## src/rtl/bldc_startup_sequencer_if.sv

```systemverilog
// Control/status bundle between the speed-command side, the hall sensors and the
// startup sequencer; the sequencer takes the slave view.
interface bldc_startup_sequencer_if;
   logic       enable;
   logic [7:0] speed_cmd;
   logic [2:0] hall_in;
   logic [2:0] hall_signal;
   logic [7:0] speed_set;
   logic [2:0] state;
   logic       running;
   logic       fault;
   logic [1:0] fault_code;

   modport master (
      output enable, speed_cmd, hall_in,
      input  hall_signal, speed_set, state, running, fault, fault_code
   );

   modport slave (
      input  enable, speed_cmd, hall_in,
      output hall_signal, speed_set, state, running, fault, fault_code
   );
endinterface

```

## src/rtl/bldc_startup_sequencer.sv

```systemverilog
// Open-loop BLDC startup: align, forced commutation with shrinking period and
// slewed duty, handover to synchronized hall feedback, with fault supervision.
module bldc_startup_sequencer #(
   parameter int unsigned ALIGN_CYCLES = 1000,
   parameter logic [7:0]  ALIGN_DUTY   = 8'd40,
   parameter logic [15:0] START_PERIOD = 16'd20000,
   parameter logic [15:0] MIN_PERIOD   = 16'd4000,
   parameter logic [15:0] PERIOD_DEC   = 16'd500,
   parameter logic [15:0] RAMP_DIV     = 16'd256,
   parameter logic [7:0]  MAX_STEPS    = 8'd60,
   parameter logic [23:0] STALL_CYCLES = 24'd200000
) (
   input  logic                     clk,
   input  logic                     rst,
   bldc_startup_sequencer_if.slave  ctl
);

   typedef enum logic [2:0] {
      S_IDLE   = 3'd0,
      S_ALIGN  = 3'd1,
      S_RAMP   = 3'd2,
      S_CLOSED = 3'd3,
      S_FAULT  = 3'd4
   } state_e;

   localparam logic [1:0] FC_NONE     = 2'd0;
   localparam logic [1:0] FC_HALL     = 2'd1;
   localparam logic [1:0] FC_HANDOVER = 2'd2;
   localparam logic [1:0] FC_STALL    = 2'd3;

   state_e      state_q, state_d;
   logic [2:0]  hall_meta_q, hs_q;
   logic [2:0]  hall_q, hall_d;
   logic [7:0]  speed_q, speed_d;
   logic [1:0]  code_q, code_d;
   logic        running_q, running_d;
   logic        fault_q, fault_d;
   logic [31:0] align_cnt_q, align_cnt_d;
   logic [15:0] step_cnt_q, step_cnt_d;
   logic [15:0] period_q, period_d;
   logic [7:0]  steps_q, steps_d;
   logic [15:0] div_q, div_d;
   logic [23:0] stall_q, stall_d;

   logic [7:0]  slew_duty;
   logic        div_tick;
   logic        hall_valid;
   logic [15:0] period_next;

   function automatic logic [2:0] next_hall(input logic [2:0] h);
      case (h)
         3'b001:  return 3'b011;
         3'b011:  return 3'b010;
         default: return 3'b001;
      endcase
   endfunction

   always_ff @(posedge clk) begin
      if (rst) begin
         hall_meta_q <= '0;
         hs_q        <= '0;
         state_q     <= S_IDLE;
         hall_q      <= '0;
         speed_q     <= '0;
         code_q      <= FC_NONE;
         running_q   <= 1'b0;
         fault_q     <= 1'b0;
         align_cnt_q <= '0;
         step_cnt_q  <= '0;
         period_q    <= '0;
         steps_q     <= '0;
         div_q       <= '0;
         stall_q     <= '0;
      end else begin
         hall_meta_q <= ctl.hall_in;
         hs_q        <= hall_meta_q;
         state_q     <= state_d;
         hall_q      <= hall_d;
         speed_q     <= speed_d;
         code_q      <= code_d;
         running_q   <= running_d;
         fault_q     <= fault_d;
         align_cnt_q <= align_cnt_d;
         step_cnt_q  <= step_cnt_d;
         period_q    <= period_d;
         steps_q     <= steps_d;
         div_q       <= div_d;
         stall_q     <= stall_d;
      end
   end

   always_comb begin
      slew_duty = speed_q;
      if (speed_q < ctl.speed_cmd) begin
         slew_duty = speed_q + 8'd1;
      end else if (speed_q > ctl.speed_cmd) begin
         slew_duty = speed_q - 8'd1;
      end
      div_tick   = (div_q == RAMP_DIV - 16'd1);
      hall_valid = (hs_q != 3'b000) && (hs_q != 3'b111);
      // 17-bit compare keeps MIN_PERIOD + PERIOD_DEC from wrapping
      if ({1'b0, period_q} >= ({1'b0, MIN_PERIOD} + {1'b0, PERIOD_DEC})) begin
         period_next = period_q - PERIOD_DEC;
      end else begin
         period_next = MIN_PERIOD;
      end

      state_d     = state_q;
      hall_d      = hall_q;
      speed_d     = speed_q;
      code_d      = code_q;
      align_cnt_d = '0;
      step_cnt_d  = '0;
      period_d    = period_q;
      steps_d     = steps_q;
      div_d       = '0;
      stall_d     = '0;

      unique case (state_q)
         S_IDLE: begin
            hall_d   = '0;
            speed_d  = '0;
            code_d   = FC_NONE;
            period_d = '0;
            steps_d  = '0;
            if (ctl.enable) begin
               state_d = S_ALIGN;
               hall_d  = 3'b001;
               speed_d = ALIGN_DUTY;
            end
         end

         S_ALIGN: begin
            if (!ctl.enable) begin
               state_d  = S_IDLE;
               hall_d   = '0;
               speed_d  = '0;
               period_d = '0;
               steps_d  = '0;
            end else if (align_cnt_q == ALIGN_CYCLES - 1) begin
               state_d  = S_RAMP;
               hall_d   = 3'b011;
               period_d = START_PERIOD;
               steps_d  = '0;
            end else begin
               align_cnt_d = align_cnt_q + 32'd1;
            end
         end

         S_RAMP: begin
            if (!ctl.enable) begin
               state_d  = S_IDLE;
               hall_d   = '0;
               speed_d  = '0;
               period_d = '0;
               steps_d  = '0;
            end else begin
               div_d = div_tick ? '0 : div_q + 16'd1;
               if (div_tick) begin
                  speed_d = slew_duty;
               end
               if (step_cnt_q == period_q - 16'd1) begin
                  if ((period_q == MIN_PERIOD) && (hs_q == hall_q)) begin
                     state_d = S_CLOSED;
                     hall_d  = hs_q;
                  end else if (steps_q == MAX_STEPS - 8'd1) begin
                     state_d  = S_FAULT;
                     code_d   = FC_HANDOVER;
                     hall_d   = '0;
                     speed_d  = '0;
                     div_d    = '0;
                     period_d = '0;
                     steps_d  = '0;
                  end else begin
                     hall_d   = next_hall(hall_q);
                     period_d = period_next;
                     steps_d  = steps_q + 8'd1;
                  end
               end else begin
                  step_cnt_d = step_cnt_q + 16'd1;
               end
            end
         end

         S_CLOSED: begin
            if (!ctl.enable) begin
               state_d  = S_IDLE;
               hall_d   = '0;
               speed_d  = '0;
               period_d = '0;
               steps_d  = '0;
            end else if (!hall_valid ||
                         ((hs_q == hall_q) && (stall_q == STALL_CYCLES - 24'd1))) begin
               state_d  = S_FAULT;
               code_d   = hall_valid ? FC_STALL : FC_HALL;
               hall_d   = '0;
               speed_d  = '0;
               period_d = '0;
               steps_d  = '0;
            end else begin
               // hall_q holds last cycle's hs, so a mismatch marks a fresh hall edge
               hall_d  = hs_q;
               stall_d = (hs_q != hall_q) ? '0 : stall_q + 24'd1;
               div_d   = div_tick ? '0 : div_q + 16'd1;
               if (div_tick) begin
                  speed_d = slew_duty;
               end
            end
         end

         S_FAULT: begin
            hall_d  = '0;
            speed_d = '0;
            if (!ctl.enable) begin
               state_d = S_IDLE;
               code_d  = FC_NONE;
            end
         end

         default: begin
            state_d  = S_IDLE;
            hall_d   = '0;
            speed_d  = '0;
            code_d   = FC_NONE;
            period_d = '0;
            steps_d  = '0;
         end
      endcase

      running_d = (state_d == S_CLOSED);
      fault_d   = (state_d == S_FAULT);
   end

   assign ctl.hall_signal = hall_q;
   assign ctl.speed_set   = speed_q;
   assign ctl.state       = state_q;
   assign ctl.running     = running_q;
   assign ctl.fault       = fault_q;
   assign ctl.fault_code  = code_q;

endmodule

```

## src/flat_wrapper.sv

```systemverilog
// flat-port wrapper written by rule: the top's interface ports become plain ports
module bldc_startup_sequencer_flat 
#(
   parameter int unsigned ALIGN_CYCLES = 1000,
   parameter logic [7:0]  ALIGN_DUTY   = 8'd40,
   parameter logic [15:0] START_PERIOD = 16'd20000,
   parameter logic [15:0] MIN_PERIOD   = 16'd4000,
   parameter logic [15:0] PERIOD_DEC   = 16'd500,
   parameter logic [15:0] RAMP_DIV     = 16'd256,
   parameter logic [7:0]  MAX_STEPS    = 8'd60,
   parameter logic [23:0] STALL_CYCLES = 24'd200000
)
  (clk, rst, ctl_enable, ctl_speed_cmd, ctl_hall_in, ctl_hall_signal, ctl_speed_set, ctl_state, ctl_running, ctl_fault, ctl_fault_code);
  bldc_startup_sequencer_if ctl_i ();
  input  logic clk;
  input  logic rst;
  input wire logic [$bits(ctl_i.enable)-1:0] ctl_enable;
  input wire logic [$bits(ctl_i.speed_cmd)-1:0] ctl_speed_cmd;
  input wire logic [$bits(ctl_i.hall_in)-1:0] ctl_hall_in;
  output wire logic [$bits(ctl_i.hall_signal)-1:0] ctl_hall_signal;
  output wire logic [$bits(ctl_i.speed_set)-1:0] ctl_speed_set;
  output wire logic [$bits(ctl_i.state)-1:0] ctl_state;
  output wire logic [$bits(ctl_i.running)-1:0] ctl_running;
  output wire logic [$bits(ctl_i.fault)-1:0] ctl_fault;
  output wire logic [$bits(ctl_i.fault_code)-1:0] ctl_fault_code;
  assign ctl_i.enable = ctl_enable;
  assign ctl_i.speed_cmd = ctl_speed_cmd;
  assign ctl_i.hall_in = ctl_hall_in;
  assign ctl_hall_signal = ctl_i.hall_signal;
  assign ctl_speed_set = ctl_i.speed_set;
  assign ctl_state = ctl_i.state;
  assign ctl_running = ctl_i.running;
  assign ctl_fault = ctl_i.fault;
  assign ctl_fault_code = ctl_i.fault_code;
  bldc_startup_sequencer #(.ALIGN_CYCLES(ALIGN_CYCLES), .ALIGN_DUTY(ALIGN_DUTY), .START_PERIOD(START_PERIOD), .MIN_PERIOD(MIN_PERIOD), .PERIOD_DEC(PERIOD_DEC), .RAMP_DIV(RAMP_DIV), .MAX_STEPS(MAX_STEPS), .STALL_CYCLES(STALL_CYCLES)) u_core (.clk(clk), .rst(rst), .ctl(ctl_i));
endmodule
```

## config.mk

```make
export PLATFORM = sky130hd
export DESIGN_NAME = bldc_startup_sequencer_flat
export DESIGN_NICKNAME = d
export VERILOG_FILES = /design/src/rtl/bldc_startup_sequencer_if.sv /design/src/rtl/bldc_startup_sequencer.sv /design/src/flat_wrapper.sv
export SDC_FILE = /design/constraint.sdc
export NUM_CORES = 1
export LEC_CHECK = 0
export CORE_MARGIN = 3
export CORE_UTILIZATION = 50
export DETAILED_ROUTE_END_ITERATION = 12
export PLACE_DENSITY_LB_ADDON = 0.05
export SLEW_MARGIN = 20
export SYNTH_ARGS = -nofsm -noshare
export SYNTH_HDL_FRONTEND = slang
export SYNTH_SLANG_ARGS = --single-unit
export TNS_END_PERCENT = 100
```

## constraint.sdc

```tcl
create_clock -name clk -period 2.9 [get_ports clk]
set_input_delay 0.29 -clock clk [delete_from_list [all_inputs] [get_ports clk]]
set_output_delay 0.29 -clock clk [all_outputs]
set_load 0.01 [all_outputs]
```

==> images/layer_met1.png <==
Scale bar: 50 um.
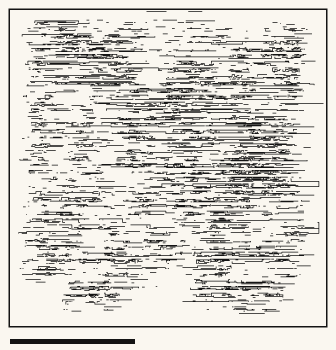
wire length on this layer	8,270 um
nets with wire on the layer	951
main direction	horizontal
longest straight run	32.7 um

==> images/layer_met2.png <==
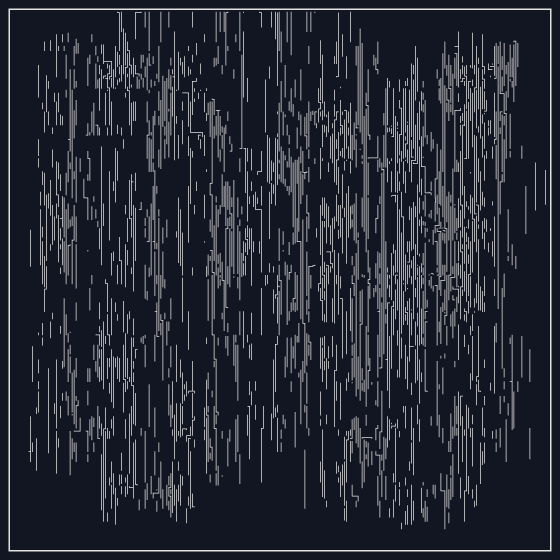
nets with wire on the layer	847
wire length on this layer	8,150 um
main direction	vertical

==> out/results.tsv <==
stage	metric	value	unit
drt	top sig layer	met4	
setup_path	Critical Path Start	u_core.period_q[2]	
worst_hold_path	Worst Hold Depth	2	
place	# port buffers	31	
setup_path	FF-to-FF End	u_core.steps_q[6]	
timing	Final WS setup	-0.1212	ns
cells_and_area	Largest Register	u_core.align_cnt_q	
pwr	P_clk	2.02	mW
synthesis	count of cell types in the netlist	68	
setup_path	critical path data required time	3.25	ns
timing	Tcrit/Tclk final	1.042	
pwr	dominant power group	clock	
synthesis	Mapped Cells	892	
clock_tree	clock transition at the registers of the reported paths	0.06	ns
synthesis	sequential element share of the synthesized area	0.3730	
floorplanning	Initial Util	0.5141	
setup_path	Crit path depth	11	
drt	drt drc	0	
timing	worst-margin pin slew	1.043	ns
clock_tree	Post CTS Setup Buffer Count	1	
timing	endpoints failing setup	35	
clock_tree	hold_buf cts	0	
synthesis	Commonest flop	dfxtp_1	
run_status	status	complete, but fails checks	
setup_path	worst setup path end	u_core.steps_q[6]	
synthesis	post-synth top area cell	dfxtp_1	
timing	Setup Skew	0.007307	ns
drt	post-route ant nets	0	
drt	Initial DRC Count	555	
floorplanning	# IOs	32	
run_status	failing checks	setup timing	
drt	Total Routed Length	17870	um
setup_path	Worst setup EP type	flop	
cells_and_area	Seq. cell area	2685	um^2
pwr	switching share of power	0.2338	
cells_and_area	share of post-route cells with drive strength above 1	0.1667	
clock_tree	Inserted Clock Buffers	17	
pwr	pwr dens	462.0	nW/um^2
cells_and_area	Commonest Layout Cell	dfxtp_1	
setup_path	Slowest Stage Delay on Critical Path	0.52	ns
cells_and_area	Finished Layout Cells	1164	
global_routing	met3 Track Usage GR	0.05640	
global_routing	M1 GR Usage	0.2966	
cells_and_area	Area Overhead vs Synth	25.96	%
setup_path	Crit path max-delay family	simple AND/OR/NAND/NOR gates	
clock_tree	CTS Root Buffer Type	clkbuf_16	
setup_path	CP bufs+invs	2	
run	tool warnings	31	
pwr	Flop pwr share	0.448	
setup_path	R2R depth	11	
cells_and_area	fin util	0.6476	
timing	setup TNS	-1.678	ns
timing	Slew HR	0.2995	
worst_hold_path	Hold Crit Class	input pin to flop	
synthesis	Post-synth EDFFs	0	
setup_path	worst-path maximum fanout	7	
floorplanning	Die H	125.9	um
==> cell type report <==
class / count / share of cell area
Multi-Input combinational cell: 691 / 0.5004
Sequential cell: 134 / 0.2964
Timing Repair Buffer: 102 / 0.1061
Clock buffer: 19 / 0.05000
Tap cell: 180 / 0.02486
Clock inverter: 13 / 0.01188
Inverter: 25 / 0.01036
==> kinds of logic (layout without fill, tap and decap cells) <==
group | Yosys count | in the layout | synth area share
xor gates and xnor gates | 94 | 94 | 0.1145
and+or+nand+nor | 421 | 421 | 0.2977
buffers and inverters | 67 | 159 | 0.03793
AOI/OAI and AO/OA | 156 | 156 | 0.1427
muxes | 2 | 2 | 0.002957
DFF | 134 | 134 | 0.3730
adders and majority gates | 18 | 18 | 0.03132
Power is estimated from default activity; no workload was simulated.
